File: src/rtl/id_fwd_scoreboard.sv
// ID-stage operand resolution: N-stage priority bypass plus per-register latency scoreboard.
// Combinational stall/operands; stall is the sole flow control.
module id_fwd_scoreboard #(
  parameter  int REG_AW     = 5,
  parameter  int DATA_W     = 32,
  parameter  int NUM_SRC    = 2,
  parameter  int FWD_STAGES = 2,
  parameter  int MAX_LAT    = 8,
  localparam int LAT_W      = $clog2(MAX_LAT + 1)
) (
  input  logic                         clk,
  input  logic                         rst,
  input  logic                         issue_valid,
  output logic                         issue_ready,
  input  logic                         flush,
  input  logic [NUM_SRC-1:0]           src_en,
  input  logic [NUM_SRC*REG_AW-1:0]    src_addr,
  input  logic [DATA_W-1:0]            imm,
  input  logic [NUM_SRC*DATA_W-1:0]    rf_data,
  input  logic                         dst_en,
  input  logic [REG_AW-1:0]            dst_addr,
  input  logic [LAT_W-1:0]             dst_lat,
  input  logic [FWD_STAGES-1:0]        fwd_en,
  input  logic [FWD_STAGES*REG_AW-1:0] fwd_addr,
  input  logic [FWD_STAGES*DATA_W-1:0] fwd_data,
  output logic [NUM_SRC*DATA_W-1:0]    opr_data,
  output logic                         stall,
  output logic [31:0]                  stall_cnt
);

  localparam int NREG = 1 << REG_AW;

  logic [LAT_W-1:0]          r_busy [NREG];
  logic [31:0]               r_stall_cnt;

  logic [NUM_SRC-1:0]        w_raw;
  logic                      w_waw;
  logic                      w_stall;
  logic                      w_accept;
  logic                      w_set;
  logic [LAT_W-1:0]          w_set_lat;
  logic [NUM_SRC*DATA_W-1:0] w_opr;

  // RAW looks at the pre-update busy value, so r5 <- r5 checks the old producer.
  always_comb begin
    w_raw = '0;
    for (int i = 0; i < NUM_SRC; i++) begin
      w_raw[i] = src_en[i] &&
                 (src_addr[i*REG_AW +: REG_AW] != '0) &&
                 (r_busy[src_addr[i*REG_AW +: REG_AW]] != '0);
    end
  end

  assign w_waw     = dst_en && (dst_addr != '0) && (r_busy[dst_addr] > dst_lat);
  assign w_stall   = !rst && issue_valid && !flush && ((|w_raw) || w_waw);
  assign w_accept  = issue_valid && !flush && !w_stall;
  assign w_set_lat = (dst_lat > LAT_W'(MAX_LAT)) ? LAT_W'(MAX_LAT) : dst_lat;
  assign w_set     = w_accept && dst_en && (dst_addr != '0) && (dst_lat != '0);

  always_ff @(posedge clk) begin
    if (rst) begin
      for (int r = 0; r < NREG; r++) begin
        r_busy[r] <= '0;
      end
      r_stall_cnt <= '0;
    end else begin
      r_busy[0] <= '0;
      for (int r = 1; r < NREG; r++) begin
        if (r_busy[r] != '0) begin
          r_busy[r] <= r_busy[r] - LAT_W'(1);
        end
      end
      // A fresh issue overrides the decrement of its destination.
      if (w_set) begin
        r_busy[dst_addr] <= w_set_lat;
      end
      if (w_stall && (r_stall_cnt != '1)) begin
        r_stall_cnt <= r_stall_cnt + 32'd1;
      end
    end
  end

  // Later assignments win: imm > zero reg > youngest bypass > regfile.
  always_comb begin
    w_opr = '0;
    if (!rst) begin
      for (int i = 0; i < NUM_SRC; i++) begin
        w_opr[i*DATA_W +: DATA_W] = rf_data[i*DATA_W +: DATA_W];
        for (int k = FWD_STAGES - 1; k >= 0; k--) begin
          if (fwd_en[k] && (fwd_addr[k*REG_AW +: REG_AW] != '0) &&
              (fwd_addr[k*REG_AW +: REG_AW] == src_addr[i*REG_AW +: REG_AW])) begin
            w_opr[i*DATA_W +: DATA_W] = fwd_data[k*DATA_W +: DATA_W];
          end
        end
        if (src_addr[i*REG_AW +: REG_AW] == '0) begin
          w_opr[i*DATA_W +: DATA_W] = '0;
        end
        if (!src_en[i]) begin
          w_opr[i*DATA_W +: DATA_W] = imm;
        end
      end
    end
  end

  assign stall       = w_stall;
  assign issue_ready = !w_stall;
  assign opr_data    = w_opr;
  assign stall_cnt   = r_stall_cnt;

endmodule

File: config.mk
export PLATFORM = sky130hd
export DESIGN_NAME = id_fwd_scoreboard
export DESIGN_NICKNAME = d
export VERILOG_FILES = /design/src/rtl/id_fwd_scoreboard.sv
export SDC_FILE = /design/constraint.sdc
export NUM_CORES = 1
export LEC_CHECK = 0
export CAP_MARGIN = 20
export CORE_ASPECT_RATIO = 0.6
export CORE_MARGIN = 1
export CORE_UTILIZATION = 25
export CTS_CLUSTER_DIAMETER = 100
export DETAILED_ROUTE_END_ITERATION = 10
export PLACE_DENSITY = 0.46
export SLEW_MARGIN = 30
export SYNTH_ARGS = -nofsm -noshare
export SYNTH_HDL_FRONTEND = slang
export SYNTH_SLANG_ARGS = --single-unit
File: constraint.sdc
create_clock -name clk -period 5.95 [get_ports clk]
set_clock_uncertainty 0.2 [all_clocks]
set_input_delay 0.595 -clock clk [delete_from_list [all_inputs] [get_ports clk]]
set_output_delay 0.595 -clock clk [all_outputs]
set_load 0.02 [all_outputs]
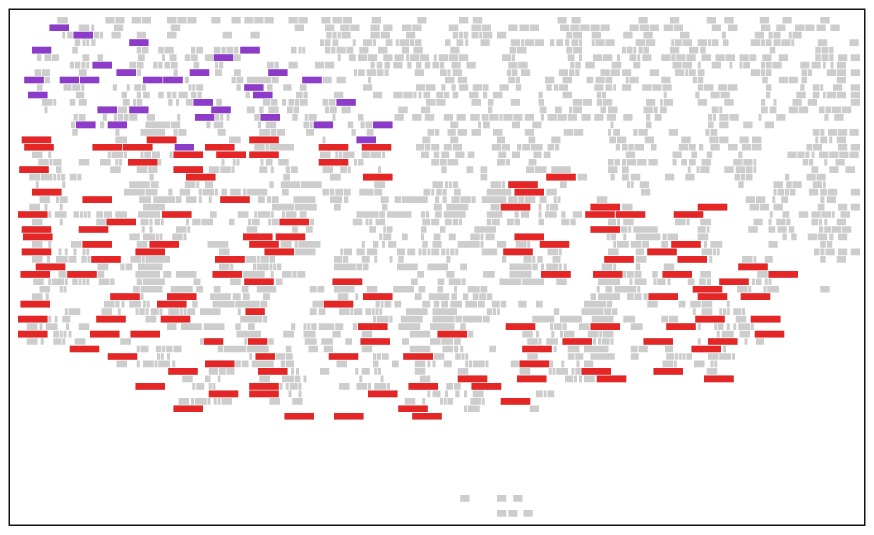
(run_1/flops_by_reg.png)
colour	name in the netlist	sequential cells
purple	stall_cnt	32
red	r_busy	128

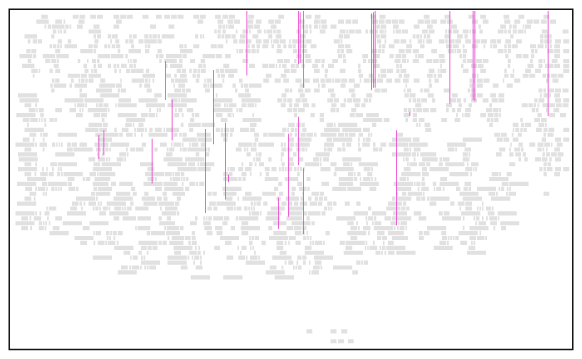
(run_1/layer_met4.png)
main direction	vertical
share of all routed wire	1.5%
nets with wire on the layer	21
wire length on this layer	875 um

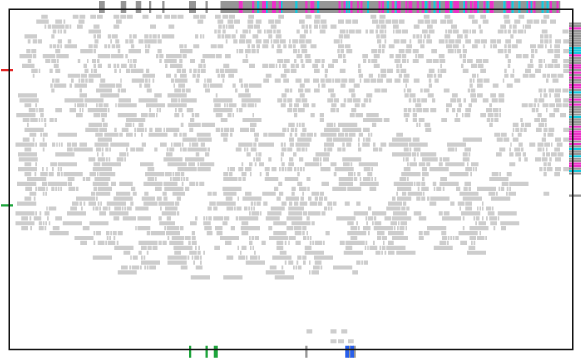
(run_1/io_placement.png)
Pins as bars across the die edge, other pins in grey.
colour	port	pins	direction	edge
magenta	rf_data	64	input	46 top, 18 right
red	clk	1	input	left
green	dst_addr	5	input	4 bottom, 1 left
blue	dst_lat	4	input	bottom
cyan	imm	32	input	24 top, 8 right
all pins by edge	220 top, 63 right, 11 bottom, 2 left

==> flow_summary.json, run 1 <==
{
  "die_y_um": 187,
  "die-width_um": 311,
  "finalClockPeriodUsage": 0.953,
  "gp_congestion": 0.910,
  "power_density_nw_per_um2": 328,
  "rows": 67,
  "grt_pass1_wl_um": 87600,
  "crit_path_frequent_cell": "buf_12",
  "lay_top_count": "clkdlybuf4s50_1",
  "relSlewSlack": 0.337,
  "worstPathRequired_ns": 5.16,
  "syn_area_um2": 14300,
  "outcome": "completed",
  "avgSynthCellArea_um2": 9.36,
  "worst-r2r-setup-slack_ns": 1.05,
  "worstHoldStart": "stall_cnt[28]$_SDFFE_PP0P_",
  "cpMaxStageDelayCell": "clkdlybuf4s50_1",
  "grt_util_met1": 0.300,
  "vdd_drop_max_mv": 0.204,
  "worst_pin_slew_ns": 0.986,
  "cap_viol_max_count": 0,
  "grt_start_max_net_pins": 78,
  "ys_seq_elements": 160,
  "path_class": "primary input to primary output",
  "drv_slew": 0,
  "antenna_found_initial": 4,
  "drive_gt1_frac": 0.141,
  "warnings": 26,
  "hp-class": "register to register",
  "finalHoldViolCount": 0,
  "holdWs_ns": 0.303,
  "ys_seq_share": 0.311,
  "drc": 0,
  "post_cts_resized": 0,
  "startpoint_type": "primary input",
  "postCtsHoldBufs": 0,
  "nets": 2009,
  "min_delay_path_depth": 2,
  "grt-busiest-layer": "met1",
  "grtUsageTotal": 0.197,
  "clkSlewWorstSetupHoldPaths_ns": 0.07,
  "fin_crit_ns": 5.67,
  "clockBufferDepth": 2,
  "dieArea_um2": 58200,
  "synthArstFlopShare": 0,
  "dp_hpwl_um": 44300,
  "use_met2": 0.271,
  "postRouteAntennaNets": 0,
  "cts-root-buf": "clkbuf_16",
  "rsz0062_at_grt": "false",
  "grt-ovfl-total": 0,
  "io_buffer_count": 295
}
==> run 1: per-layer routing <==
metal	wire [um]	share of wire
met3	4960	0.085
met1	28800	0.49
met5	13	0.00022
met4	875	0.015
met2	23900	0.41
==> run 1: synthesized netlist by cell type (all sizes together) (4+ instances only) <==
library cell    n  area (um^2)
or3             4         25.0
nor2          156          593
o211ai         67          503
mux4           38          856
o41ai           5         43.8
mux2          117         1320
o21ai          13         68.8
edfxtp        124         3720
o2111ai         4         52.6
nand3          32          160
nor3            8         51.3
nand2         120          450
o31a           18          158
xnor2          41          359
xor2           10         87.6
mux2i          80          801
o311ai          4         35.0
a21oi         100          500
clkbuf         81          304
or2             5         31.3
nor4           33          206
dfxtp          36          721
and4            4         35.0
a2111oi         7         61.3
inv            78          293
and2            6         37.5
and3           13         81.3
o21bai          7         52.6
nor2b          10         62.6
nand4          55          621
a22oi          14          105
o31ai          31          233
ha             36          450
nand2b         68          425
buf            29          178
or4            37          285
==> run 1: power by group <==
part / internal, uW / switching, uW / total (uW)
Combinational: 1270 / 1390 / 2660
Clock: 592 / 582 / 1170
Sequential: 1750 / 568 / 2320
Total: 3620 / 2540 / 6160
==> run 1: worst max-delay path by stage <==
| stage | start | end | slack, ns |
|---|---|---|---|
| global route | dst_addr[0] | stall | 0.09 |
| CTS | dst_addr[0] | stall | 0.30 |
| global placement | dst_addr[0] | stall | 0.33 |
| floorplan | dst_addr[0] | r_busy[21][0]$_DFFE_PP_ | 0.92 |
| detailed placement | dst_addr[0] | r_busy[21][3]$_DFFE_PP_ | 0.28 |
| finish | dst_addr[0] | stall | 0.28 |
==> run 1: logic make-up (layout without fill, tap and decap cells) <==
kind of cell    after synthesis  count (layout)  share of synthesized area
compound gates              296             296                      0.143
xor+xnor                     51              51                     0.0312
fa+ha+maj                    36              36                     0.0315
buf+inv                     189             445                     0.0544
flops                       160             160                      0.311
mux                         235             235                      0.208
other cells                   1               5                   0.000262
simple gates                561             561                      0.221
==> run 1: critical path: cells and delay by family <==
family	cells	cell delay, ns
fa+ha+maj	1	0.32
compound gates	5	1.21
buf+inv	6	1.66
mux	1	0.50
simple gates	4	0.58
==> run 1: registers in the layout, indices dropped and copies added (netlist names) <==
| register | cells |
|---|---|
| r_busy | 128 |
| stall_cnt | 32 |
==> run 1: final cells by class <==
cell class,instances,area (um^2)
diodes,1,2.50
clock buffers,18,450
clock inverters,14,153
fillers,5771,37400
inverters,79,297
multi-input cells,1183,9210
flip-flops and latches,160,4440
well taps,759,950
repair buffers,334,3280
==> run 1: metrics by stage <==
step | setup WS (ns) | area, um^2 | std cells | power [uW]
after floorplan | 0.918 | 14300 | 1532 | 3940
after global placement | 0.325 | 18100 | 2515 | 4890
after detailed placement | 0.275 | 18200 | 2515 | 4930
after CTS | 0.304 | 18800 | 2547 | 6130
after global routing | 0.0911 | 18800 | 2547 | 6570
final | 0.282 | 18800 | 2548 | 6160
==> run 2, diff against run 1 <==
CTS_CLUSTER_SIZE = 16   (was unset)
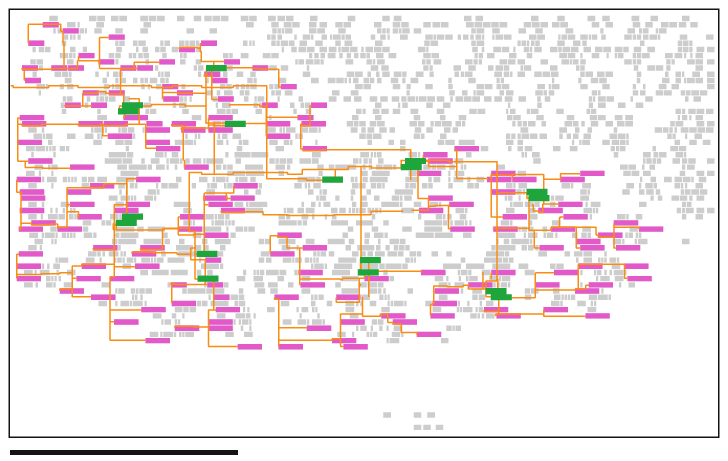
(run_2/clk_routes.png)
The bar under the picture is 100 um long.
[magenta] flip-flops | count: 160
[orange] clock wires | length: 2820 um
[green] clock drivers | count: 17
routed clock nets	18

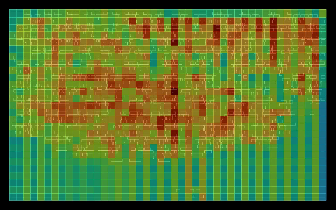
(run_2/congestion.png)
met3 usage: 0.0548
Final Util: 0.334

==> run 2 against run 1 <==
  * Critical path type unchanged
  * Clock power is essentially flat
  * Global-route usage is the same
  * Critical endpoint unchanged
  * Setup slack is the same
  * Combinational power is essentially flat
  * First-iteration DRC count is the same
  * Flip-flop count is the same
==> flow_summary.json, run 2 <==
{
  "outcome": "completed",
  "design_area_um2": 18800,
  "clockBufferDepth": 2,
  "fill_cells": 5771,
  "hp-class": "register to register",
  "dieArea_um2": 58200,
  "vias": 13484,
  "synthCells": 1529,
  "cts_max_level": 4,
  "finalClockPeriodUsage": 0.953,
  "cpPeakStageDelay_ns": 0.59,
  "post_cts_resized": 0,
  "postRouteAntennaNets": 0,
  "clk_latency_ns": 0.46,
  "rows": 67,
  "startpoint_type": "primary input",
  "yosysTopAreaCell": "edfxtp_1",
  "grt_start_max_net_pins": 78,
  "wire_per_inst_um": 23.0,
  "drc": 0,
  "drv_slew": 0,
  "placed_area_um2": 18200,
  "synthArstFlopShare": 0,
  "rsz0062_at_grt": "false",
  "yosys_cells": 1529,
  "die-width_um": 311,
  "top_cell": "nor2_1",
  "crit_arrival_ns": 4.87,
  "nets": 2009,
  "dr.first_iter.drc_count": 1181,
  "die_y_um": 187,
  "cts.sinks": 160,
  "warnings": 26,
  "setup_viol": 0,
  "path_cells": "buf_2, buf_12, buf_12, mux4_2, a22oi_1, nand4_1, ha_1, nor2b_1, o211ai_1, a221oi_1, nand4b_1, o32ai_1, buf_4, o21ai_2, nand2_1, inv_1, clkdlybuf4s50_1",
  "io_buffer_count": 295,
  "cts-root-buf": "clkbuf_16",
  "power_density_nw_per_um2": 328,
  "crit_path_frequent_cell": "buf_12",
  "timing.fmax_mhz": 176,
  "fp_util": 0.255,
  "worst_pin_slew_ns": 0.986,
  "synth-edff-count": 124,
  "top_register": "r_busy",
  "syn2layout_area_growth_pct": 31.3,
  "syn_area_um2": 14300,
  "clkSlewWorstSetupHoldPaths_ns": 0.07,
  "synthDominantCellAreaShare": 0.260,
  "yosysWarnings": 0,
  "antenna_found_initial": 4,
  "gp_congestion": 0.910,
  "crit_path_end_kind": "primary output",
  "cp_max_fo": 14,
  "p_leak_uw": 0.00681,
  "core_um2": 56200,
  "drive_gt1_frac": 0.141,
  "largest_reg_flops": 128,
  "synthFlopType": "edfxtp_1",
  "dp_hpwl_um": 44300,
  "ys_seq_share": 0.311,
  "grtUsageTotal": 0.197,
  "cap_viol_max_count": 0,
  "path_class": "primary input to primary output",
  "yosys-stat-area_um2": 14300,
  "vdd_drop_max_mv": 0.204,
  "finalHoldViolCount": 0,
  "relSlewSlack": 0.337,
  "cpMaxStageDelayCell": "clkdlybuf4s50_1",
  "final_cell_mix": "292 x clkdlybuf4s50_1, 151 x nor2_1, 124 x edfxtp_1",
  "grt_pass1_wl_um": 87600,
  "grt-ovfl-total": 0,
  "io-pin-count": 296,
  "ys_seq_elements": 160,
  "lay_top_count": "clkdlybuf4s50_1",
  "fin_crit_ns": 5.67,
  "finalPower_uw": 6160,
  "postCtsHoldBufs": 0,
  "cts_buffers": 17,
  "first_global_vias": 12714,
  "top_cells_by_area": "edfxtp_1 26%, mux2_2 6.4%, mux4_2 6.0%, mux2i_1 5.6%, dfxtp_1 5.0%",
  "yosys-top-cells-count": "155 x nor2_1, 124 x edfxtp_1, 120 x nand2_1",
  "worstPathRequired_ns": 5.16,
  "avgSynthCellArea_um2": 9.36
}
[run 2: cell counts after synthesis]
Identical to the previous run, type by type.
[run 2: worst paths after layout]
check	startpoint	endpoint	slack, ns	cells after the start
setup / recovery	dst_addr[0]	stall	0.28	17
hold reg to reg	stall_cnt[28]$_SDFFE_PP0P_	stall_cnt[28]$_SDFFE_PP0P_	0.30	2
hold / removal	stall_cnt[28]$_SDFFE_PP0P_	stall_cnt[28]$_SDFFE_PP0P_	0.30	2
setup reg to reg	r_busy[16][1]$_DFFE_PP_	r_busy[25][2]$_DFFE_PP_	1.05	13
[run 2: final cells by class]
| type | instances | area [um^2] | share of cell area |
|---|---|---|---|
| Timing Repair Buffer | 334 | 3280 | 0.175 |
| Multi-Input combinational cell | 1183 | 9210 | 0.490 |
| Tap cell | 759 | 950 | 0.0505 |
| Sequential cell | 160 | 4440 | 0.237 |
| Inverter | 79 | 297 | 0.0158 |
| Clock buffer | 18 | 450 | 0.0240 |
| Antenna cell | 1 | 2.50 | 0.000133 |
| Clock inverter | 14 | 153 | 0.00813 |
[run 2: stage by stage]
| stage | std cells | setup WS (ns) | util | hold WS, ns |
|---|---|---|---|---|
| finish | 2548 | 0.282 | 0.334 | 0.303 |
| global route | 2547 | 0.0911 | 0.334 | 0.314 |
| CTS | 2547 | 0.304 | 0.334 | 0.301 |
| detailed placement | 2515 | 0.275 | 0.323 | 0.289 |
| global placement | 2515 | 0.325 | 0.323 | 0.279 |
| floorplan | 1532 | 0.918 | - | 0.359 |
[run 2: cells by family after synthesis]
logic type	synth area share
AND-OR/OR-AND	0.143
buffers and inverters	0.0544
adder cells (fa/ha/maj)	0.0315
other	0.000262
multiplexers	0.208
flip-flops	0.311
AND/OR/NAND/NOR	0.221
XOR/XNOR	0.0312
[run 2: critical path: cells and delay by family]
family,cells,cell delay (ns)
AND-OR/OR-AND,5,1.21
adder cells (fa/ha/maj),1,0.32
AND/OR/NAND/NOR,4,0.58
buffers and inverters,6,1.66
multiplexers,1,0.50
[run 2: per-layer routing]
metal  track usage  routed length (um)
met1         0.300               28800
met2         0.271               23900
met3        0.0548                4960
met4        0.0404                 875
met5             0                  13
[run 2: report_power, final]
part,internal (uW),total (uW),switching [uW]
clock,592,1170,582
sequential,1750,2320,568
combinational,1270,2660,1390
total,3620,6160,2540
Power is estimated from default activity; no workload was simulated.
